### src/rtl/iqueue_dispatch.sv
// iqueue_dispatch: issue stage between the instruction queue and the ALU.
// Holds one 16-bit word until its registers are hazard-free, then issues it.
//
// Ports:
//   clk, reset_n          clock, asynchronous active-low reset
//   in_data/valid/ready   instruction queue handshake
//                         fields: [15:12] op, [11:8] rd, [7:4] rs1, [3:0] rs2
//   wb_valid, wb_reg      ALU writeback, clears the register's busy bit
//   out_valid/ready       ALU handshake
//   out_opcode/rd/rs1/rs2 registered fields of the issued instruction
//   busy                  per-register scoreboard (debug)
//   stall_cycles          hazard-stall counter
//
// Build option: IDISPATCH_PERF_EN enables the saturating stall counter;
// without it stall_cycles is tied to zero.
module iqueue_dispatch #(
    parameter int DATA_WIDTH = 16,
    parameter int NUM_REGS   = 16
) (
    input  logic                  clk,
    input  logic                  reset_n,
    input  logic [DATA_WIDTH-1:0] in_data,
    input  logic                  in_valid,
    output logic                  in_ready,
    input  logic                  wb_valid,
    input  logic [3:0]            wb_reg,
    output logic                  out_valid,
    input  logic                  out_ready,
    output logic [3:0]            out_opcode,
    output logic [3:0]            out_rd,
    output logic [3:0]            out_rs1,
    output logic [3:0]            out_rs2,
    output logic [NUM_REGS-1:0]   busy,
    output logic [15:0]           stall_cycles
);

    typedef enum logic [1:0] {
        S_EMPTY = 2'd0,
        S_STALL = 2'd1,
        S_ISSUE = 2'd2
    } state_t;

    state_t state_q;
    state_t state_d;

    logic [DATA_WIDTH-1:0] hold_q;
    logic [3:0]            h_op;
    logic [3:0]            h_rd;
    logic [3:0]            h_rs1;
    logic [3:0]            h_rs2;

    logic [NUM_REGS-1:0] busy_q;
    logic [NUM_REGS-1:0] busy_d;
    logic [NUM_REGS-1:0] busy_eff;
    logic [NUM_REGS-1:0] wb_mask;
    logic [NUM_REGS-1:0] set_mask;

    logic [3:0] op_q;
    logic [3:0] rd_q;
    logic [3:0] rs1_q;
    logic [3:0] rs2_q;

    logic hazard;
    logic hold_load;
    logic issue;

    assign h_op  = hold_q[15:12];
    assign h_rd  = hold_q[11:8];
    assign h_rs1 = hold_q[7:4];
    assign h_rs2 = hold_q[3:0];

    // Writeback bypass: a register being written back this cycle is
    // already treated as free by the hazard check.
    always_comb begin
        wb_mask = '0;
        if (wb_valid) begin
            wb_mask[wb_reg] = 1'b1;
        end
    end

    assign busy_eff = busy_q & ~wb_mask;

    always_comb begin
        hazard = 1'b0;
        if (h_op != 4'h0) begin
            hazard = busy_eff[h_rs1]
                   | busy_eff[h_rs2]
                   | busy_eff[h_rd];
        end
    end

    always_comb begin
        state_d   = state_q;
        hold_load = 1'b0;
        issue     = 1'b0;
        in_ready  = 1'b0;
        unique case (state_q)
            S_EMPTY: begin
                // Gated so no handshake appears while reset is held.
                in_ready = reset_n;
                if (in_valid) begin
                    hold_load = 1'b1;
                    state_d   = S_STALL;
                end
            end
            S_STALL: begin
                if (!hazard) begin
                    issue   = 1'b1;
                    state_d = S_ISSUE;
                end
            end
            S_ISSUE: begin
                in_ready = out_ready;
                if (out_ready) begin
                    if (in_valid) begin
                        hold_load = 1'b1;
                        state_d   = S_STALL;
                    end else begin
                        state_d = S_EMPTY;
                    end
                end
            end
            default: begin
                state_d = S_EMPTY;
            end
        endcase
    end

    // Issue set is applied after the writeback clear so the set wins.
    always_comb begin
        set_mask = '0;
        if (issue && (h_op != 4'h0)) begin
            set_mask[h_rd] = 1'b1;
        end
    end

    assign busy_d = (busy_q & ~wb_mask) | set_mask;

    always_ff @(posedge clk or negedge reset_n) begin
        if (!reset_n) begin
            state_q <= S_EMPTY;
            hold_q  <= '0;
            busy_q  <= '0;
            op_q    <= '0;
            rd_q    <= '0;
            rs1_q   <= '0;
            rs2_q   <= '0;
        end else begin
            state_q <= state_d;
            busy_q  <= busy_d;
            if (hold_load) begin
                hold_q <= in_data;
            end
            if (issue) begin
                op_q  <= h_op;
                rd_q  <= h_rd;
                rs1_q <= h_rs1;
                rs2_q <= h_rs2;
            end
        end
    end

    assign out_valid  = (state_q == S_ISSUE);
    assign out_opcode = op_q;
    assign out_rd     = rd_q;
    assign out_rs1    = rs1_q;
    assign out_rs2    = rs2_q;
    assign busy       = busy_q;

`ifdef IDISPATCH_PERF_EN
    logic [15:0] stall_q;

    always_ff @(posedge clk or negedge reset_n) begin
        if (!reset_n) begin
            stall_q <= '0;
        end else if ((state_q == S_STALL) && hazard
                     && (stall_q != 16'hFFFF)) begin
            stall_q <= stall_q + 16'd1;
        end
    end

    assign stall_cycles = stall_q;
`else
    assign stall_cycles = 16'h0000;
`endif

endmodule

### config.mk
export PLATFORM = sky130hd
export DESIGN_NAME = iqueue_dispatch
export DESIGN_NICKNAME = d
export VERILOG_FILES = /design/src/rtl/iqueue_dispatch.sv
export SDC_FILE = /design/constraint.sdc
export NUM_CORES = 1
export LEC_CHECK = 0
export CAP_MARGIN = 20
export CORE_MARGIN = 5
export CORE_UTILIZATION = 50
export CTS_BUF_LIST = sky130_fd_sc_hd__clkbuf_8 sky130_fd_sc_hd__clkbuf_16
export DETAILED_ROUTE_END_ITERATION = 8
export PLACE_DENSITY_LB_ADDON = 0.05
export SYNTH_ARGS = -nofsm -noshare
export SYNTH_HDL_FRONTEND = slang
export SYNTH_SLANG_ARGS = --single-unit
export TNS_END_PERCENT = 30
### constraint.sdc
create_clock -name clk -period 3 [get_ports clk]
set_input_delay 0.6 -clock clk [delete_from_list [all_inputs] [get_ports clk]]
set_output_delay 0.6 -clock clk [all_outputs]
set_load 0.005 [all_outputs]
==> flow_metrics.py, run 1 <==
# Synthesis and PnR figures
metrics = {
    "run_status": {
        "status": "finished, final reports clean",
    },
    "placed_design": {
        "placed_cells": 490,
        "dp_worst_setup_slack_ps": -227,
        "gp_congestion": 0.956,
    },
    "detailed_routing": {
        "drcViolationCount": 0,
        "wl_per_cell_um": 19.1,
    },
    "global_routing": {
        "grt_start_max_net_pins": 51,
        "grt_pass1_vias": 2841,
        "grt.overflow.total": 0,
    },
    "worst_setup_path": {
        "ff2ff_path_depth": 8,
        "cp_slowest_stage_delay_ps": 510,
        "cp-end-kind": "flop",
        "worst-endpoint-required_ps": 3190,
        "path_cells": "clkdlybuf4s50_1 > nand2b_1 > o21ai_1 > buf_4 > mux4_2 > o22a_2 > buf_4 > o31ai_4 > buf_12 > nor3_1 > a221o_1",
        "critPathBufInv": 4,
        "r2r_start": "hold_q[9]",
        "timing.rr.end": "out_opcode[0]",
        "ff2ff_setup_slack_ps": 550,
        "crit_path_top_delay_cell": "clkdlybuf4s50_1",
        "cp_top_family": "buffers and inverters",
        "cp.arrival_ps": 3110,
    },
    "layout": {
        "drive_gt1_share_pct": 18.4,
        "synthToLayoutAreaGrowth_pct": 31.7,
        "finalInstanceArea_mm2": 0.00412,
        "fill_cells": 499,
        "final_util_pct": 68.7,
    },
    "logic_synthesis": {
        "synthFlopType": "dfrtp_1",
        "yosysChipArea_mm2": 0.00313,
        "syn_area_per_cell_um2": 9.30,
        "synth_flops": 50,
        "async_flop_share_pct": 100,
        "top_cell_area_share_pct": 40.0,
    },
    "sta": {
        "slew_headroom_pct": 36.2,
        "final_max_slew_viol_count": 0,
        "holdWs_ps": 474,
        "fmax_mhz": 343,
        "worst_pin_slew_ps": 958,
        "tns_ps": 0,
    },
    "flow_run": {
        "drv_cap": 0,
    },
    "clocking": {
        "cts_buffer_depth": 2,
        "cts.reportedPaths.clkPinSlew_ps": 110,
        "cts.sink_count": 50,
        "cts_buffers": 5,
    },
    "power_and_ir_drop": {
        "powerDensity_mw_per_mm2": 1230,
    },
    "die": {
        "pin_count": 75,
        "rows": 28,
        "initCoreUtil_pct": 52.2,
    },
    "worst_hold_path": {
        "min_path_type": "in2async",
    },
}
==> run 1: area by class of cell <==
class                   instances  area (um2)  share of cell area (%)
flip-flops and latches         50        1250                    30.4
clock inverters                 1        30.0                   0.729
well taps                      75        93.8                    2.28
repair buffers                102         931                    22.6
multi-input cells             255        1690                    41.2
clock buffers                   6        82.6                    2.01
inverters                       9        33.8                   0.821
==> run 1: cell usage after synthesis (4+ instances only) <==
master / instances
buf_4: 17
a22oi_1: 11
o41ai_1: 10
nor2b_1: 19
o2111ai_1: 9
nand2b_1: 5
o21ai_0: 34
nor3_1: 6
clkbuf_1: 15
nand2_1: 25
o211ai_1: 13
o21ai_1: 5
or3_1: 4
nand3_1: 24
dfrtp_1: 50
a221o_1: 4
inv_1: 8
mux2_2: 7
o41ai_2: 4
nand4_1: 5
nor2_1: 18
==> run 1: routing by layer <==
layer	share of wire, %	up-vias	track usage [%]
li1	-	1409	-
met2	45	171	37.7
met4	1.6	0	5.68
met3	9.9	23	4.79
met5	0	-	0
met1	44	1464	36.0
==> run 1: cell families after synthesis <==
kind of cell / after synthesis / share of synthesized area (%)
multiplexers: 12 / 5.32
AND-OR/OR-AND: 107 / 26.4
AND/OR/NAND/NOR: 120 / 20.0
other: 1 / 0.120
flip-flops: 50 / 40.0
buffers and inverters: 46 / 8.17
==> run 1: power breakdown <==
group | internal, mW | total (mW) | switching [mW]
Clock | 0.267 | 0.507 | 0.240
Sequential | 0.974 | 1.35 | 0.372
Combinational | 1.53 | 3.19 | 1.66
==> run 1: state kept, by name (all words and copies together) (netlist names) <==
register	flops
hold_q	16
out_rs1	4
out_rd	4
state_q	2
busy	16
out_opcode	4
out_rs2	4
==> run 1: repair_timing <==
action / in CTS / in global routing
resized: 0 / 3
hold buffers: 0 / 0
buffers inserted: 0 / 1
setup endpoints to repair: 0 / 12
Run 1, supply network:
Bar = 20 um. Pins as bars on the die edge.
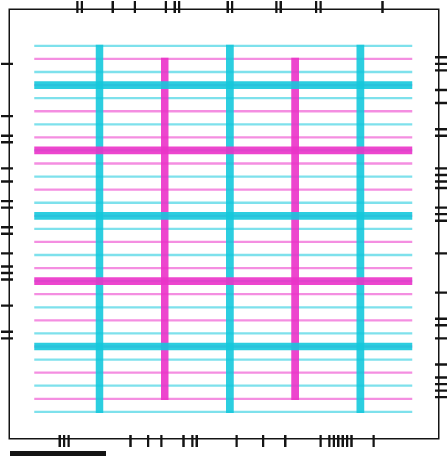
| colour | net |
|---|---|
| magenta | VDD |
| cyan | VSS |
met1 rails: 29
signal pins: 75
met4 straps: 5
met5 straps: 5
rows: 28
VDD IR max: 0.688 mV
floorplan die width: 89.1 um

Run 1, placed cells, one colour a class:
Bar = 20 um.
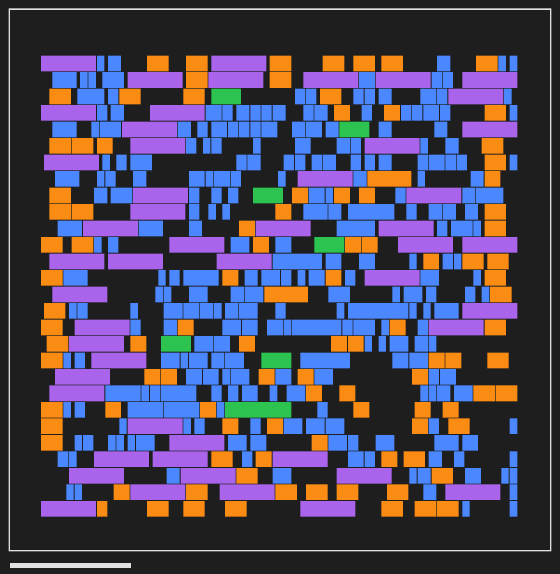
| colour | class | cells | share of their area |
|---|---|---|---|
| green | clock drivers and dummy loads | 7 | 2.8% |
| purple | flops | 50 | 31% |
| blue | all other logic | 264 | 43% |
| orange | other buffers and delay cells | 102 | 23% |

Run 1, routed clock nets over the placement:
Bar = 20 um.
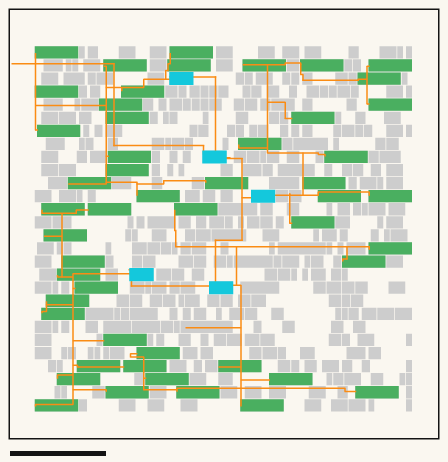
[cyan] cells driving clock nets | count: 5
[green] flip-flops | count: 50
[orange] clock wires | length: 683 um
flops lie: widely spread
routed clock nets: 6
clock share of power: 10.1%
skew final: 18.6 ps
clk ins delay skew pair: 320 ps
Power Clock: 0.507 mW

==> run 2, diff against run 1 <==
--- a/config.mk
+++ b/config.mk
@@ -11,6 +11,7 @@
 export CTS_BUF_LIST = sky130_fd_sc_hd__clkbuf_8 sky130_fd_sc_hd__clkbuf_16
 export DETAILED_ROUTE_END_ITERATION = 8
 export PLACE_DENSITY_LB_ADDON = 0.05
+export SETUP_SLACK_MARGIN = 0.3
 export SYNTH_ARGS = -nofsm -noshare
 export SYNTH_HDL_FRONTEND = slang
 export SYNTH_SLANG_ARGS = --single-unit
Run 2, wiring by layer:
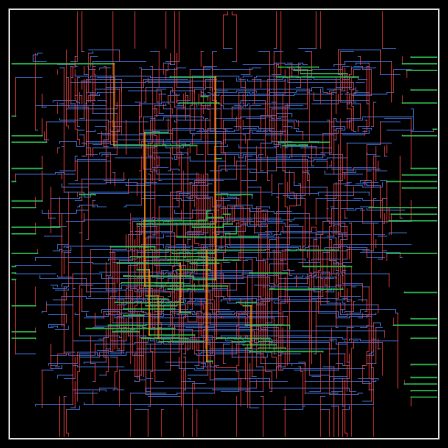
| colour | layer | wire length |
|---|---|---|
| orange | met4 | 156 um |
| blue | met1 | 4410 um |
| red | met2 | 4270 um |
| green | met3 | 800 um |

Run 2, track usage over the die:
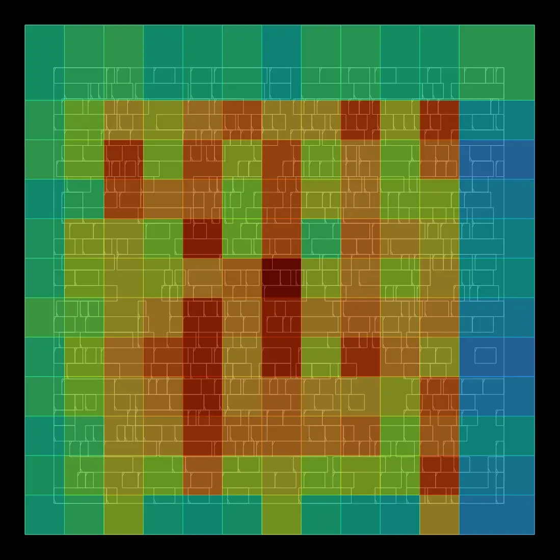
wire per inst: 19.2 um
met1 Resource Use GR: 37.4%
met2 Track Usage GR: 37.9%

Run 2, placed cells, one colour a class:
Bar = 20 um.
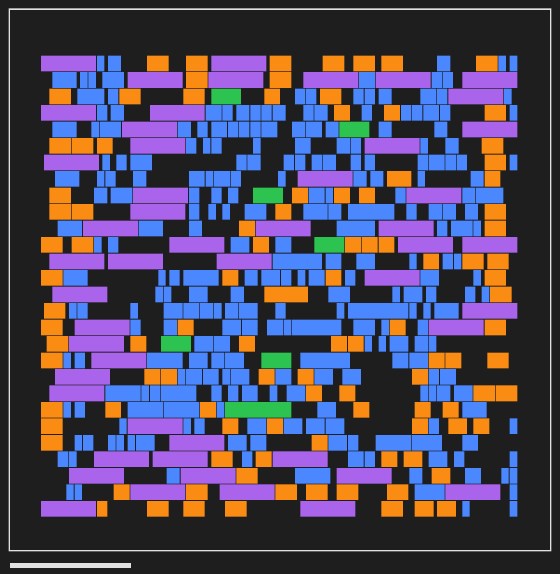
| colour | class | cells | share of their area |
|---|---|---|---|
| green | clock drivers and dummy loads | 7 | 2.8% |
| purple | flops | 50 | 31% |
| blue | all other logic | 264 | 44% |
| orange | other buffers and delay cells | 105 | 23% |
flop share of the area: 29.9%
CORE AREA: 0.00599 mm2
final standard cell area without fillers: 0.00418 mm2
# rows: 28
Post-Route Utilization: 69.8%

==> run 2 against run 1 <==
Against the previous run: clock skew fell by 4.3 ps; non-clock buffer count is 3 higher; worst hold slack lost 5.3 ps; die area unchanged; first-iteration DRC count decreased by 1.2%; sequential cell count unchanged; clock power barely moved; cell area rose by 1.6%; critical endpoint is now busy[9].
==> flow_metrics.py, run 2 <==
# Synthesis and PnR figures
metrics = {
    "run_status": {
        "status": "finished, final reports clean",
    },
    "global_routing": {
        "grt_pass1_vias": 2894,
        "grt.overflow.total": 0,
    },
    "worst_setup_path": {
        "ff2ff_setup_slack_ps": 590,
        "cp_slowest_stage_delay_ps": 350,
        "cp.arrival_ps": 2800,
        "cp-end-kind": "flop",
        "cp_top_family": "AND-OR/OR-AND gates",
        "crit_path_top_delay_cell": "o41ai_1",
    },
    "power_and_ir_drop": {
        "ir_worst_vdd_mv": 0.739,
    },
    "sta": {
        "skew_ps": 14.3,
        "final_max_slew_viol_count": 0,
        "tns_ps": 0,
    },
    "detailed_routing": {
        "drcViolationCount": 0,
    },
    "clocking": {
        "cts_hold_buf": 0,
    },
    "worst_hold_path": {
        "min_path_type": "in2async",
    },
    "logic_synthesis": {
        "yosysChipArea_mm2": 0.00313,
        "synth_dominant_cell_count": "dfrtp_1",
    },
    "placed_design": {
        "placed_cells": 490,
    },
    "die": {
        "taps": 75,
    },
    "layout": {
        "fill_cells": 502,
    },
}
==> run 2: worst register-to-register path, delay by kind of cell, from the launching register on <==
family | cells | cell delay, ps
AOI/OAI and AO/OA | 3 | 560
buffers and inverters | 3 | 650
DFF | 1 | 510
muxes | 1 | 520
and+or+nand+nor | 1 | 50
==> run 2: worst min path at each step <==
stage                  startpoint            end  slack [ps]  cells past startpoint
detailed placement  out_opcode[1]  out_opcode[1]         520                      1
global route              reset_n        busy[6]         540                      2
finish                    reset_n       busy[12]         470                      2
CTS                       reset_n       busy[12]         510                      2
floorplan                 reset_n        busy[0]         300                      0
global placement    out_opcode[2]  out_opcode[2]         520                      1
==> run 2: layer usage <==
layer  share of wire, %  wire (um)
met1                 46       4410
met2                 44       4270
met3                8.3        800
met4                1.6        155
met5                  0          0
==> run 2: logic make-up after synthesis <==
| logic type | count (synthesis) | share of synthesized area (%) |
|---|---|---|
| AND/OR/NAND/NOR | 120 | 20.0 |
| multiplexers | 12 | 5.32 |
| other | 1 | 0.120 |
| flip-flops | 50 | 40.0 |
| AND-OR/OR-AND | 107 | 26.4 |
| buffers and inverters | 46 | 8.17 |
==> run 2: power by group <==
group | leakage [nW] | internal, mW | switching (mW)
logic | 1.03 | 1.55 | 1.69
registers | 0.599 | 0.974 | 0.382
clock network | 0.0573 | 0.267 | 0.237
total | 1.69 | 2.79 | 2.31
==> run 2: through the flow <==
stage	setup WS, ps	instance area, um2	hold slack, ps
after floorplan	606	3180	304
after global placement	-196	3980	520
after detailed placement	-227	3980	520
after CTS	424	4170	510
after global routing	272	4180	537
final	388	4180	469
==> run 2: what timing repair did <==
action | CTS | global route
setup endpoints to repair | 33 | 4
buffers inserted | 4 | 0
resized | 22 | 1
pin swaps | 2 | 0
==> run 3, diff against run 2 <==
--- a/config.mk
+++ b/config.mk
@@ -6,6 +6,7 @@
 export NUM_CORES = 1
 export LEC_CHECK = 0
 export CAP_MARGIN = 20
+export CORE_ASPECT_RATIO = 1.4
 export CORE_MARGIN = 5
 export CORE_UTILIZATION = 50
 export CTS_BUF_LIST = sky130_fd_sc_hd__clkbuf_8 sky130_fd_sc_hd__clkbuf_16
==> run 3 against run 2 <==
Against the previous run: sequential share of layout area shrank 0.29 points; combinational power up 5%; sequential power is essentially flat; register-to-register slack got worse by 30 ps; largest power group unchanged; area after synthesis unchanged; non-clock buffer count is 10 lower; clock skew shrank 8.6 ps; clock power shrank 13%; critical endpoint is now state_q[1]; global-route usage down 0.67 points; via count fell by 4.0%; sequential cell count unchanged.
==> flow_metrics.py, run 3 <==
# Synthesis and PnR figures
metrics = {
    "run_status": {
        "status": "finished, final reports clean",
    },
    "power_and_ir_drop": {
        "ir_worst_vdd_mv": 0.637,
        "p_seq_share_pct": 26.2,
        "intPower_mw": 2.73,
        "pwr-share-comb_pct": 65.3,
        "p_switching_mw": 2.48,
    },
    "detailed_routing": {
        "wl_per_cell_um": 20.0,
        "highest_layer": "met4",
        "drt-met1-wl_um": 3910,
    },
    "logic_synthesis": {
        "ys_sh_simple_pct": 20.0,
        "top_logic_kind": "AND-OR/OR-AND gates",
        "mux_area_share_pct": 5.32,
        "yosysChipArea_mm2": 0.00313,
        "ys_sh_adder_pct": 0,
        "compound_area_share_pct": 26.4,
    },
    "placed_design": {
        "placed_cells": 479,
        "dp_worst_setup_slack_ps": -174,
    },
    "worst_setup_path": {
        "cp.arrival_ps": 2700,
        "ff2ff_setup_slack_ps": 560,
        "cp-end-kind": "flop",
    },
    "worst_hold_path": {
        "min_path_type": "in2async",
    },
    "global_routing": {
        "grt.overflow.total": 0,
        "use_met2_pct": 40.0,
    },
    "layout": {
        "fill_cells": 508,
    },
    "sta": {
        "holdWs_ps": 444,
    },
}
-- run 3: logic make-up (layout without fill, tap and decap cells) --
group           Yosys count  in the layout
compound gates          107            107
buf+inv                  46            112
flops                    50             50
mux                      12             12
other cells               1             16
simple gates            120            121
-- run 3: layout make-up --
| cell class | instances | area share [%] |
|---|---|---|
| repair buffers | 95 | 20.9 |
| inverters | 9 | 0.800 |
| clock inverters | 1 | 0.207 |
| multi-input cells | 256 | 44.0 |
| flip-flops and latches | 50 | 29.6 |
| clock buffers | 7 | 2.28 |
| well taps | 72 | 2.13 |
-- run 3: critical path, stage by stage --
cell and delay, ps:
dlygate4sd2_1 260, nand3b_1 290, o21ai_2 110, mux4_2 460, and2b_2 240, o31a_4 380, buf_4 160, a21oi_1 120
o21ai_0 80
-- run 3: how the worst max path moves through the flow --
stage / slack (ps) / end
after floorplan: 610 / out_opcode[1]
after global placement: -240 / busy[9]
after detailed placement: -170 / busy[9]
after CTS: 280 / state_q[1]
after global routing: 350 / state_q[1]
final: 450 / state_q[1]
-- run 3: through the flow --
stage | area [um2] | setup TNS, ps
global placement | 3910 | -3790
global route | 4220 | 0
finish | 4220 | 0
CTS | 4090 | 0
detailed placement | 3910 | -3770
floorplan | 3180 | 0
-- run 3: what timing repair did --
action	in CTS	in global routing
buffers inserted	1	1
hold buffers	0	0
setup endpoints to repair	34	33
cloned	0	1
gates resized	20	21
pin swaps	0	3
-- run 3: power groups by stage --
stage                     logic, mW  registers, mW  clock network [mW]
final                          3.40           1.36               0.440
after global placement         2.99           1.36                   0
after CTS                      3.16           1.35               0.455
after detailed placement       3.02           1.35                   0
after global routing           3.70           1.40               0.481
after floorplan                1.95           1.20                   0
Run 3, track usage over the die:
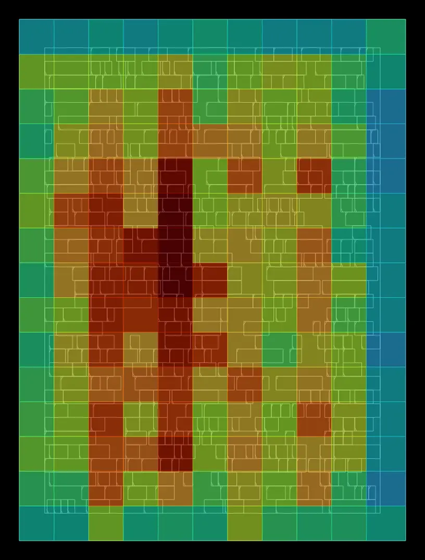
grt met3 use: 3.65%
met1 Resource Use GR: 30.5%
busiest grt layer: met2

Run 3, routed clock nets over the placement:
Bar = 20 um.
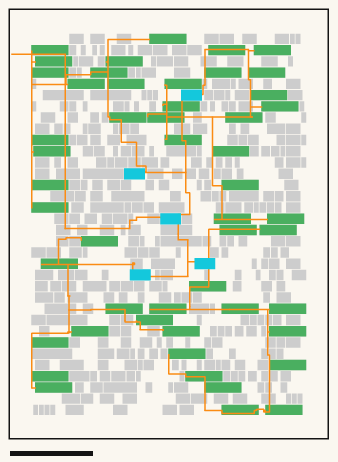
[cyan] cells driving clock nets | count: 5
[green] flip-flops | count: 50
[orange] clock wires | length: 648 um
flops lie: widely spread
skew final: 5.71 ps
clk ins delay skew pair: 300 ps
Power Clock: 0.440 mW

Run 3, placed cells, one colour a class:
Bar = 20 um.
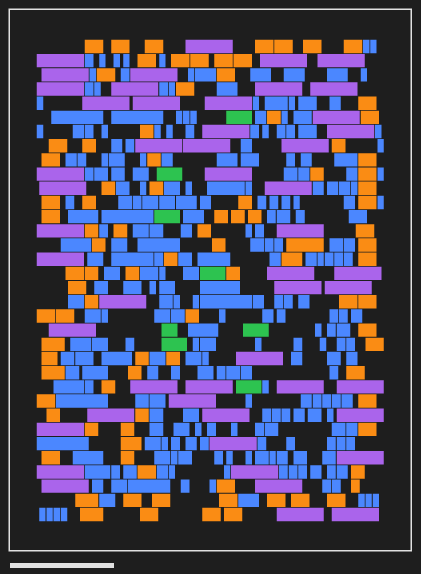
| colour | class | cells | share of their area |
|---|---|---|---|
| orange | other buffers and delay cells | 95 | 21% |
| green | clock drivers and dummy loads | 8 | 2.5% |
| blue | all other logic | 265 | 46% |
| purple | flops | 50 | 30% |
# rows: 34
Post-Route Utilization: 68.4%
flop share of the area: 29.6%
final standard cell area without fillers: 0.00422 mm2

Power and IR drop assume default switching activity.
